<file path="config.mk">
export PLATFORM = sky130hd
export DESIGN_NAME = rriot_bus_master
export DESIGN_NICKNAME = d
export VERILOG_FILES = /design/src/rtl/rriot_bus_master.sv
export SDC_FILE = /design/constraint.sdc
export NUM_CORES = 1
export LEC_CHECK = 0
export CELL_PAD_IN_SITES_DETAIL_PLACEMENT = 2
export CELL_PAD_IN_SITES_GLOBAL_PLACEMENT = 2
export CORE_MARGIN = 4
export CORE_UTILIZATION = 43
export CTS_CLUSTER_DIAMETER = 200
export DETAILED_ROUTE_END_ITERATION = 10
export PLACE_DENSITY = 0.82
export SKIP_CTS_REPAIR_TIMING = 1
export SLEW_MARGIN = 20
export SYNTH_ARGS = -nofsm -noshare
export SYNTH_HDL_FRONTEND = slang
export SYNTH_SLANG_ARGS = --single-unit
export TNS_END_PERCENT = 30
</file>
<file path="constraint.sdc">
create_clock -name phi2 -period 3.4 [get_ports phi2]
set_input_delay 0.68 -clock phi2 [delete_from_list [all_inputs] [get_ports phi2]]
set_output_delay 0.68 -clock phi2 [all_outputs]
set_load 0.02 [all_outputs]
</file>
<file path="src/rtl/rriot_bus_master.sv">
// Bus master for an RRIOT: host commands are queued in a 4-deep FIFO and executed
// one at a time as single-cycle device accesses. Define RRIOT_WRITE_ACK_EN to get responses for writes.
module rriot_bus_master (
    input  logic        phi2,
    input  logic        rst_n,
    input  logic        cmd_valid,
    output logic        cmd_ready,
    input  logic        cmd_we,
    input  logic        cmd_rs_n,
    input  logic [9:0]  cmd_addr,
    input  logic [7:0]  cmd_wdata,
    output logic        rsp_valid,
    input  logic        rsp_ready,
    output logic [7:0]  rsp_rdata,
    output logic        rsp_err,
    output logic [2:0]  fifo_level,
    output logic        we_n,
    output logic [9:0]  A,
    output logic [7:0]  DI,
    output logic        RS_n,
    input  logic [7:0]  DO,
    input  logic        OE
);

    typedef enum logic [1:0] {
        IDLE,
        ACCESS,
        RESP
    } state_t;

    state_t      state;
    logic [19:0] fifo_mem [4];
    logic [1:0]  wr_ptr;
    logic [1:0]  rd_ptr;
    logic [2:0]  count;
    logic        push;
    logic        pop;
    logic [19:0] head;
    logic        cur_we;

    assign cmd_ready  = (count < 3'd4);
    assign push       = cmd_valid && cmd_ready;
    assign pop        = (state == IDLE) && (count != 3'd0);
    assign head       = fifo_mem[rd_ptr];
    assign fifo_level = count;

    // Entry layout: {we, rs_n, addr[9:0], wdata[7:0]}; storage needs no reset.
    always_ff @(posedge phi2) begin
        if (push) begin
            fifo_mem[wr_ptr] <= {cmd_we, cmd_rs_n, cmd_addr, cmd_wdata};
        end
    end

    always_ff @(posedge phi2 or negedge rst_n) begin
        if (!rst_n) begin
            wr_ptr <= 2'd0;
            rd_ptr <= 2'd0;
            count  <= 3'd0;
        end else begin
            if (push) begin
                wr_ptr <= wr_ptr + 2'd1;
            end
            if (pop) begin
                rd_ptr <= rd_ptr + 2'd1;
            end
            case ({push, pop})
                2'b10:   count <= count + 3'd1;
                2'b01:   count <= count - 3'd1;
                default: count <= count;
            endcase
        end
    end

    // Bus outputs are registered so the device sees exactly one cycle per access.
    always_ff @(posedge phi2 or negedge rst_n) begin
        if (!rst_n) begin
            state     <= IDLE;
            cur_we    <= 1'b0;
            we_n      <= 1'b1;
            A         <= 10'd0;
            DI        <= 8'd0;
            RS_n      <= 1'b1;
            rsp_valid <= 1'b0;
            rsp_rdata <= 8'd0;
            rsp_err   <= 1'b0;
        end else begin
            case (state)
                IDLE: begin
                    if (pop) begin
                        state  <= ACCESS;
                        cur_we <= head[19];
                        we_n   <= !head[19];
                        RS_n   <= head[18];
                        A      <= head[17:8];
                        DI     <= head[19] ? head[7:0] : 8'd0;
                    end
                end
                ACCESS: begin
                    we_n <= 1'b1;
                    A    <= 10'd0;
                    DI   <= 8'd0;
                    RS_n <= 1'b1;
                    if (cur_we) begin
`ifdef RRIOT_WRITE_ACK_EN
                        state     <= RESP;
                        rsp_valid <= 1'b1;
                        rsp_rdata <= 8'd0;
                        rsp_err   <= 1'b0;
`else
                        state     <= IDLE;
`endif
                    end else begin
                        state     <= RESP;
                        rsp_valid <= 1'b1;
                        rsp_rdata <= OE ? DO : 8'h00;
                        rsp_err   <= !OE;
                    end
                end
                RESP: begin
                    if (rsp_ready) begin
                        state     <= IDLE;
                        rsp_valid <= 1'b0;
                    end
                end
                default: begin
                    state <= IDLE;
                end
            endcase
        end
    end

endmodule

</file>
density.png
The die is cut into 11 by 11 equal tiles; white is low, dark blue is high, 0 to 100% covered.
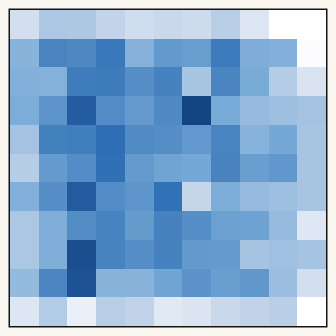
nearly empty tiles = 3.3%
tiles over 75% full = 4.1%
emptiest ninth of the die = upper right
fullest tile = 92%
mean over tiles = 47%

==> impl_metrics.yaml <==
# implementation run metrics
synth:
  ys_sh_aoi_pct: 5.47
  ys_sh_adder_pct: 1.79
  syn_area_um2: 4620
  synth_flops: 120
  postSynthCellCount: 252
  avgSynthCellArea_um2: 18.4
  topCombFamilyByArea: "multiplexers"
  top_area_cell: "edfxtp_1"
  yosys-stat-area_um2: 4620
  yosysWarnings: 0
  synthDistinctLibCells: 32
  mux_share_pct: 10.8
  synth_nets: 291
  synth-cells-yosys: 252
  simple_gate_share_pct: 4.36
  area_leaders: "edfxtp_1 52%, dfrtp_1 21%, mux4_1 5.1%, mux4_2 4.9%, a22o_1 1.9%"
  ys_sh_xor_pct: 1.14
  ys_seq_share_pct: 73.6
  top_cell_area_share_pct: 51.9
critical_path:
  critPathSlowestCell: "dfrtp_1"
  critical_path.cell_chain: "or3_4, nor3b_4, buf_4, ha_1, inv_1, fa_1, xor2_1, nor2_1, xnor2_1"
  max_stage_delay_ps: 430
  crit_family: "adder cells"
  critical_path.startpoint_type: "flop"
  critPathBufInv: 2
  required_ps: 3830
  critPathMaxFanout: 23
  cp-end-kind: "flop"
  arrival_ps: 2810
  critical_path_class: "flop to flop"
sta:
  rsz0062_at_grt: "no"
  slew_viol_final: 0
  fin_setup_tns_ps: 0
  setup_violations: 0
  clock.fmax_mhz: 421
  worst_pin_slew_ps: 1120
  finalClockPeriodUsage_pct: 69.9
  slew_headroom_pct: 23.5
  hold_viol_final: 0
  whs_ps: 146
  skew_ps: 7.92
  final.min_clock_period_ps: 2380
clocking:
  cts_buffers: 17
  cts_tree: "built"
  cts_root_buf: "clkbuf_8"
  cts_buffer_depth: 2
  htreeDepth: 4
  clock_sinks: 120
  clk_latency_ps: 510
  clk_pin_slew_ps: 60
flow_run:
  max_cap_violations: 0
  log.warning_count: 29
placed_design:
  dpl.cell_count: 450
  place_area_um2: 5430
  finalWeightedCongestion: 0.689
  port-buffer-count: 66
  hpwlAfterDp_um: 7110
global_routing:
  grt_max_degree: 41
  antenna_found_initial: 0
  grt_pass1_wl_um: 19300
  grt_use_total_pct: 21.2
  grt-ovfl-total: 0
  grt_pass1_vias: 2984
detailed_routing:
  wl_um: 12500
  wl_per_cell_um: 25.8
  first_pass_iters: 4
  via_count: 2618
  antenna_left: 0
  drtIter0Drc: 173
  viasPerCell: 5.42
  drc: 0
finish:
  lay_top_count: "edfxtp_1"
  drive_gt1_share_pct: 15.9
  design_area_um2: 6070
  layout.cells.non_filler: 483
  logic_area_um2: 1100
  seqCellArea_um2: 3410
  diodes: 0
  final_nets: 373
  area_delta_synth_final_pct: 31.2
  final_cell_mix: "80 x edfxtp_1, 65 x clkdlybuf4s50_1, 38 x dfrtp_1, 22 x nand2_1, 16 x clkbuf_16"
  n_fill_cell: 881
worst_hold_path:
  hp-class: "input pin to asynchronous set/reset pin"
die:
  die_h_um: 112
  ios: 67
  fp.dieArea_um2: 12500
  core-area_um2: 10400
  num_rows: 37
  fp_util_pct: 44.4
  fp.dieW_um: 112
pwr:
  ir_worst_vdd_mv: 0.442
  powerDensity_nw_per_um2: 982
  power.leakage_nw: 2.30
run_status:
  outcome: "completed"
final_placement.png
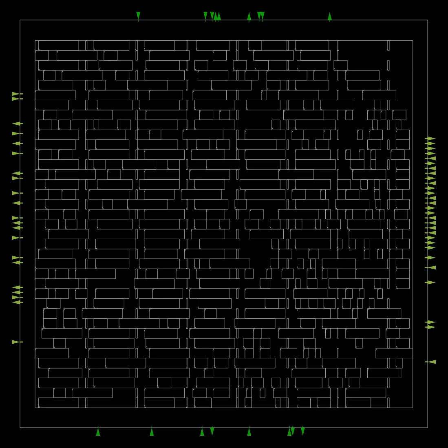
Seq cells: 120
flop share of the area: 56.1%
utilization after layout: 58.3%

-- power breakdown --
part / switching, mW / total, mW / leakage (nW) / internal [mW]
clock: 0.680 / 1.88 / 0.298 / 1.20
sequential: 0.241 / 2.17 / 1.23 / 1.93
combinational: 1.05 / 1.91 / 0.770 / 0.869
total: 1.97 / 5.96 / 2.30 / 4.00
-- metrics by stage --
step / setup WS (ps) / total power [mW]
5_1_grt: 858 / 6.27
3_5_place_dp: 766 / 4.05
4_1_cts: 1020 / 6.03
2_1_floorplan: 1190 / 3.31
6_report: 1020 / 5.96
3_3_place_gp: 884 / 3.92
-- layout make-up --
class                   count  area share (%)
multi-input cells         110            18.1
inverters                  10           0.618
flip-flops and latches    120            56.1
well taps                 136            2.80
clock buffers              18            6.89
clock inverters            14            3.26
repair buffers             75            12.2
-- path summary, 6_finish.rpt --
| path | start | slack, ps | endpoint | cells after the start |
|---|---|---|---|---|
| max | fifo_level[0]$_DFFE_PN0P_ | 1020 | fifo_level[2]$_DFFE_PN0P_ | 9 |
| min | rst_n | 150 | fifo_level[0]$_DFFE_PN0P_ | 1 |
| max reg2reg | fifo_level[0]$_DFFE_PN0P_ | 1020 | fifo_level[2]$_DFFE_PN0P_ | 9 |
| min reg2reg | rsp_rdata[6]$_DFFE_PN0P_ | 480 | rsp_rdata[6]$_DFFE_PN0P_ | 2 |
| max in group asynchronous | rst_n | 2670 | RS_n$_DFFE_PN1P_ | 2 |
| min in group phi2 | rsp_rdata[6]$_DFFE_PN0P_ | 480 | rsp_rdata[6]$_DFFE_PN0P_ | 2 |
-- synth_stat cells, drive strengths merged --
master / instances
nand2b: 2
a32o: 7
xor2: 2
mux2i: 4
o21bai: 1
buf: 10
dfstp: 2
a21oi: 2
inv: 10
nor2b: 3
clkbuf: 2
mux4: 19
nor3: 1
nor2: 5
dfrtp: 38
fa: 1
ha: 5
edfxtp: 80
nand2: 22
nor3b: 3
and2: 4
o22ai: 1
a22oi: 1
o21ai: 12
xnor2: 4
a22o: 10
or3: 1
-- layer usage --
metal | up-vias | track usage [%] | wire length [um]
met2 | 87 | 35.5 | 6500
met1 | 1381 | 27.8 | 5340
li1 | 1141 | - | -
met5 | - | 0 | 0
met3 | 9 | 5.60 | 560
met4 | 0 | 5.35 | 74
-- registers in the layout (all words and copies together), names as in the netlist --
register	flops
RS_n	1
cur_we	1
wr_ptr	2
rsp_err	1
A	10
DI	8
fifo_mem	80
rd_ptr	2
rsp_valid	1
fifo_level	3
state	2
rsp_rdata	8
we_n	1
-- cell families after synthesis --
kind of cell	after synthesis
flops	120
simple gates	41
compound gates	34
mux	23
buf+inv	22
xor+xnor	6
fa+ha+maj	6
Power figures rest on the tool's default switching activity, not on a simulated workload.
